Fig. 1: metal 3
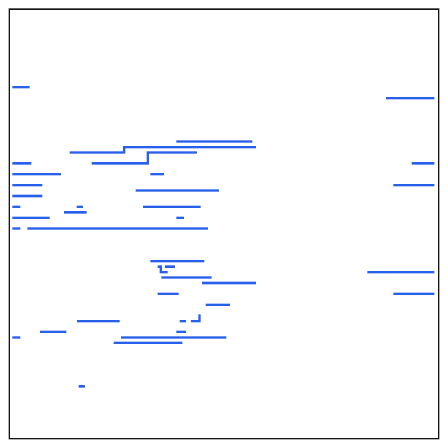
Fig. 2: M2 wires
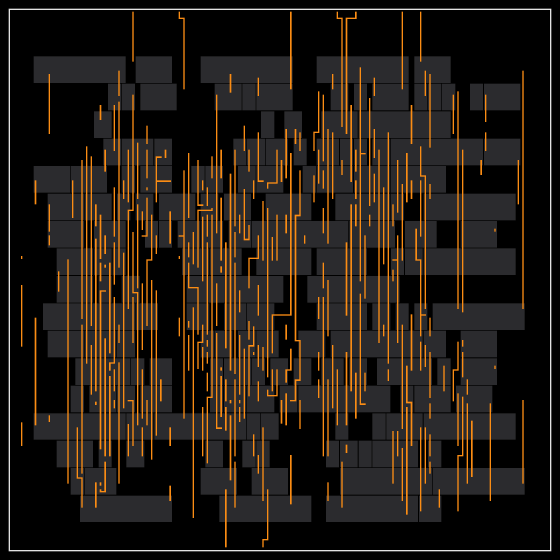
Fig. 3: wire density map
11 x 11 tiles, from dark blue (low) to red (high), scaled to the fullest tile. Values are wire area over tile area, all layers added.
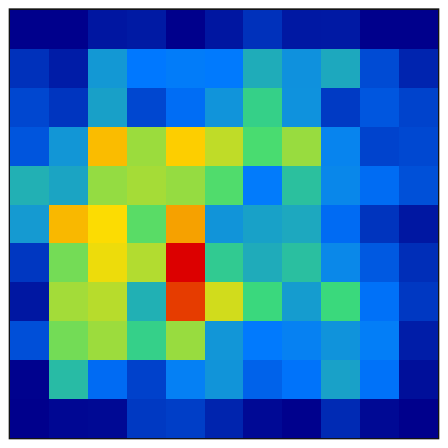
$ cat config.mk
export PLATFORM = sky130hd
export DESIGN_NAME = rr_grant_arb
export DESIGN_NICKNAME = d
export VERILOG_FILES = /design/src/rtl/rr_grant_arb_pkg.sv /design/src/rtl/rr_grant_arb_pick.sv /design/src/rtl/rr_grant_arb.sv
export SDC_FILE = /design/constraint.sdc
export NUM_CORES = 1
export LEC_CHECK = 0
export ABC_AREA = 0
export CAP_MARGIN = 30
export CORE_MARGIN = 2
export CORE_UTILIZATION = 52
export CTS_CLUSTER_SIZE = 16
export DETAILED_ROUTE_END_ITERATION = 7
export PLACE_DENSITY_LB_ADDON = 0.15
export REMOVE_ABC_BUFFERS = 1
export SLEW_MARGIN = 20
export SYNTH_ARGS = -nofsm -noshare
export SYNTH_HDL_FRONTEND = slang
export SYNTH_SLANG_ARGS = --single-unit
$ cat constraint.sdc
create_clock -name clk -period 4.1 [get_ports clk]
set_clock_uncertainty 0.1 [all_clocks]
set_input_delay 0.82 -clock clk [delete_from_list [all_inputs] [get_ports clk]]
set_output_delay 0.82 -clock clk [all_outputs]
set_load 0.05 [all_outputs]
$ cat src/rtl/rr_grant_arb_pkg.sv
// Shared definitions for the round-robin grant arbiter: FSM encoding and
// the ceil-log2 helper used for parameter checks and counter sizing.
package arb_defs;

  typedef enum logic {
    IDLE  = 1'b0,
    GRANT = 1'b1
  } state_t;

  function automatic int clog2(input int v);
    int r;
    r = 0;
    while ((1 << r) < v) r++;
    return r;
  endfunction

endpackage

$ cat src/rtl/rr_grant_arb_pick.sv
// Combinational round-robin winner select: lowest set bit at or above ptr,
// falling back to the lowest set bit of the whole request vector.
module rr_pick #(
  parameter int n   = 8,
  parameter int lgN = 3
) (
  input  logic [n-1:0]   req,
  input  logic [lgN-1:0] ptr,
  output logic [n-1:0]   win,
  output logic [lgN-1:0] win_idx
);

  logic [n-1:0]   masked, m_win, f_win;
  logic [lgN-1:0] m_idx, f_idx;
  logic           m_hit, f_hit;

  always_comb begin
    masked = '0;
    m_win  = '0;
    f_win  = '0;
    m_idx  = '0;
    f_idx  = '0;
    m_hit  = 1'b0;
    f_hit  = 1'b0;
    for (int i = 0; i < n; i++) begin
      masked[i] = req[i] && (lgN'(i) >= ptr);
      if (masked[i] && !m_hit) begin
        m_hit    = 1'b1;
        m_win[i] = 1'b1;
        m_idx    = lgN'(i);
      end
      if (req[i] && !f_hit) begin
        f_hit    = 1'b1;
        f_win[i] = 1'b1;
        f_idx    = lgN'(i);
      end
    end
    win     = m_hit ? m_win : f_win;
    win_idx = m_hit ? m_idx : f_idx;
  end

endmodule

$ cat src/rtl/rr_grant_arb.sv
// Round-robin arbiter with grant hold: the holder keeps the resource until
// done, request drop or hold timeout; a one-cycle idle bubble separates grants.
module rr_grant_arb
  import arb_defs::*;
#(
  parameter int n       = 8,
  parameter int lgN     = 3,
  parameter int maxHold = 16
) (
  input  logic           clk,
  input  logic           reset,
  input  logic [n-1:0]   req,
  input  logic           done,
  output logic [n-1:0]   grant,
  output logic [lgN-1:0] gnt_idx,
  output logic           gnt_valid
);

  localparam int HW = (maxHold <= 2) ? 1 : clog2(maxHold);
  localparam logic [HW-1:0] HOLD_LAST = (maxHold == 0) ? '0 : HW'(maxHold - 1);

  if (lgN != clog2(n) || n < 2) begin : g_bad_params
    $error("rr_grant_arb: lgN must equal ceil(log2(n)) and n must be >= 2");
  end

  state_t         state, state_nx;
  logic [lgN-1:0] ptr;
  logic [HW-1:0]  hold_cnt;
  logic [n-1:0]   win;
  logic [lgN-1:0] win_idx;
  logic           rel, timeout, load, rel_go, hold_go;

  rr_pick #(.n(n), .lgN(lgN)) u_pick (
    .req     (req),
    .ptr     (ptr),
    .win     (win),
    .win_idx (win_idx)
  );

  // Any combination of release causes collapses into one release event.
  assign timeout = (maxHold != 0) && (hold_cnt == HOLD_LAST);
  assign rel     = done || !req[gnt_idx] || timeout;

  always_ff @(posedge clk or posedge reset) begin
    if (reset) state <= IDLE;
    else       state <= state_nx;
  end

  always_comb begin
    state_nx = state;
    case (state)
      IDLE:    if (|req) state_nx = GRANT;
      GRANT:   if (rel)  state_nx = IDLE;
      default: state_nx = IDLE;
    endcase
  end

  always_comb begin
    load    = (state == IDLE) && (|req);
    rel_go  = (state == GRANT) && rel;
    hold_go = (state == GRANT) && !rel;
  end

  always_ff @(posedge clk or posedge reset) begin
    if (reset) begin
      grant     <= '0;
      gnt_idx   <= '0;
      gnt_valid <= 1'b0;
      ptr       <= '0;
      hold_cnt  <= '0;
    end else begin
      if (load) begin
        grant     <= win;
        gnt_idx   <= win_idx;
        gnt_valid <= 1'b1;
        hold_cnt  <= '0;
      end
      if (rel_go) begin
        grant     <= '0;
        gnt_valid <= 1'b0;
        ptr       <= (gnt_idx == lgN'(n - 1)) ? '0 : gnt_idx + 1'b1;
      end
      // Saturation only matters for unlimited hold; bounded holds release first.
      if (hold_go && hold_cnt != '1) hold_cnt <= hold_cnt + 1'b1;
    end
  end

endmodule

==> flow_metrics.py <==
# Metrics from the implementation run
metrics = {
    "placement": {
        "io_buffers": 22,
        "hpwlAfterDp_um": 2390,
        "place.gp.congestion": 0.917,
    },
    "run": {
        "drv_cap": 0,
        "tool_warnings": 25,
    },
    "worst_setup_path": {
        "required_ns": 4.19,
        "crit_slowest_cell": "mux4_1",
        "path_class": "in -> reg",
        "cp_max_fo": 10,
        "critical-path-top-delay-family": "multiplexers",
        "max_stage_delay_ns": 0.55,
        "endpoint_kind": "register",
        "arrival_ns": 3.02,
    },
    "finish": {
        "final_core_util_pct": 68.1,
        "fill_cells": 201,
        "final_cell_mix": "clkdlybuf4s50_1, nand2_1, dfrtp_1",
        "area_growth_syn_to_layout_pct": 20.4,
        "drive_gt1_share_pct": 7.41,
    },
    "power": {
        "ir_drop_uv": 412,
        "power-per-cell-area_nw_per_um2": 761,
        "top_power_group": "combinational logic",
        "netSwitchingPower_uw": 577,
        "p_int_uw": 592,
        "sw_frac_of_total_pct": 49.4,
        "seq-power_uw": 380,
        "total_power_mw": 1.17,
        "pwr-share-comb_pct": 57.6,
        "pg_comb_uw": 673,
        "p_seq_share_pct": 32.5,
        "leakage_nw": 0.658,
        "clkPwrFrac_pct": 9.9,
        "p_clk_uw": 116,
    },
    "floorplanning": {
        "fp_util_pct": 56.5,
        "ios": 23,
        "die_y_um": 53.5,
        "num_rows": 17,
        "die_width_um": 53.5,
    },
    "synthesis": {
        "largest_area_cell": "dfrtp_1",
        "netlist_area_um2": 1270,
        "synth_cell_types": 37,
        "top_cell_area_share_pct": 39.3,
        "syn_inst": 141,
        "area_leaders": "dfrtp_1, nand2_1, nor2_1",
        "yosysWarnings": 0,
        "ys.flops": 20,
        "ys.flop_type": "dfrtp_1",
        "avgSynthCellArea_um2": 9.04,
        "ys_area_um2": 1270,
        "postSynth.asyncResetShare_pct": 100,
        "synth_seq_share_pct": 39.3,
    },
    "status": {
        "status": "complete, no violations",
    },
    "sta": {
        "period_used_pct": 71.4,
        "rsz0062_at_grt": "no",
        "fin_crit_ns": 2.93,
        "setup_viol": 0,
        "fmax_mhz": 341,
        "relSlewSlack_pct": 46.6,
        "finalHoldViolCount": 0,
        "tns_ns": 0,
        "slew_viol_final": 0,
    },
    "clock_network": {
        "ctsHoldBuffers": 0,
        "clk_pin_slew_ns": 0.12,
        "clock_path_buffers": 2,
        "clock_sinks": 20,
        "cts_tree": "done",
        "cts-root-buf": "clkbuf_4",
        "clk_latency_ns": 0.30,
        "post_cts_buffers": 0,
    },
    "routing": {
        "remaining_drc_errors": 0,
        "first_pass_iters": 4,
        "drt.antenna.violating_nets": 0,
    },
    "grt": {
        "first_global_vias": 1052,
        "grt_max_degree": 21,
        "gr-total-overflow": 0,
        "antenna_found_initial": 0,
    },
    "worst_hold_path": {
        "hp-class": "reg -> reg",
    },
}
About Fig. 1:
- wire length on this layer: 199 um
- main direction: horizontal
- nets with wire on the layer: 32
- share of all routed wire: 6.2%
routed via count: 1,200
met3 Track Usage GR: 3.67%

About Fig. 2:
- longest straight run: 24.5 um
- main direction: vertical
- share of all routed wire: 47%
- wire length on this layer: 1,520 um
- nets with wire on the layer: 153
final wirelength: 3220 um
met2 Usage GRT: 39.3%

About Fig. 3:
- fullest tile: 0.60
- tiles over half the peak: 21%
- nearly empty tiles: 11%
- mean over tiles: 0.18
routed len/inst: 16.9 um
gr usage total: 24.7%

[area by class of cell]
class	instances	area [um^2]	share of cell area (%)
multi-input combinational	111	724	47.2
sequential	20	500	32.6
timing repair buffer	22	220	14.3
clock buffer	4	36.3	2.36
tap	28	35.0	2.28
inverter	5	18.8	1.22
[path summary, 6_finish.rpt]
check	startpoint	endpoint	slack, ns	cells after the start
min in group asynchronous	reset	grant[3]	0.87	2
min reg2reg	hold_cnt[0]	hold_cnt[0]	0.42	1
max in group asynchronous	reset	ptr[1]	2.54	2
max	req[7]	ptr[1]	1.17	6
max reg2reg	gnt_idx[0]	ptr[1]	1.68	5
min	hold_cnt[0]	hold_cnt[0]	0.42	1
[per-stage QoR]
stage          instances  area, um^2  setup slack, ns  hold WS, ns
2_1_floorplan        136        1240             1.61        0.377
3_3_place_gp         186        1500            0.899        0.394
3_5_place_dp         186        1500            0.856        0.410
4_1_cts              190        1540             1.18        0.429
5_1_grt              190        1540             1.11        0.468
6_report             190        1540             1.17        0.420
[metal layers]
layer	GRT usage (%)	vias up	part of all wire [%]
li1	-	564	-
met1	34.4	569	44
met2	39.3	59	47
met3	3.67	8	6.2
met4	8.12	0	2.1
met5	0	-	0
[kinds of logic (layout without fill, tap and decap cells)]
kind of cell,count (synthesis),in the layout,share of synthesized area (%)
compound gates,38,38,20.9
buf+inv,10,31,3.92
fa+ha+maj,3,3,2.94
mux,9,9,11.1
simple gates,61,61,21.9
flops,20,20,39.3
[flip-flops by register name, indices dropped and copies added, names as in the netlist]
register   count
grant          8
hold_cnt       4
gnt_idx        3
ptr            3
gnt_valid      1
state          1
[worst register-to-register path: stages (launching register included)]
cell and delay [ns]:
dfrtp_1 0.49, mux4_1 0.61, mux2i_2 0.22, a311oi_2 0.09, nor2b_2 0.46, mux2_4 0.34
Power is estimated from default activity; no workload was simulated.
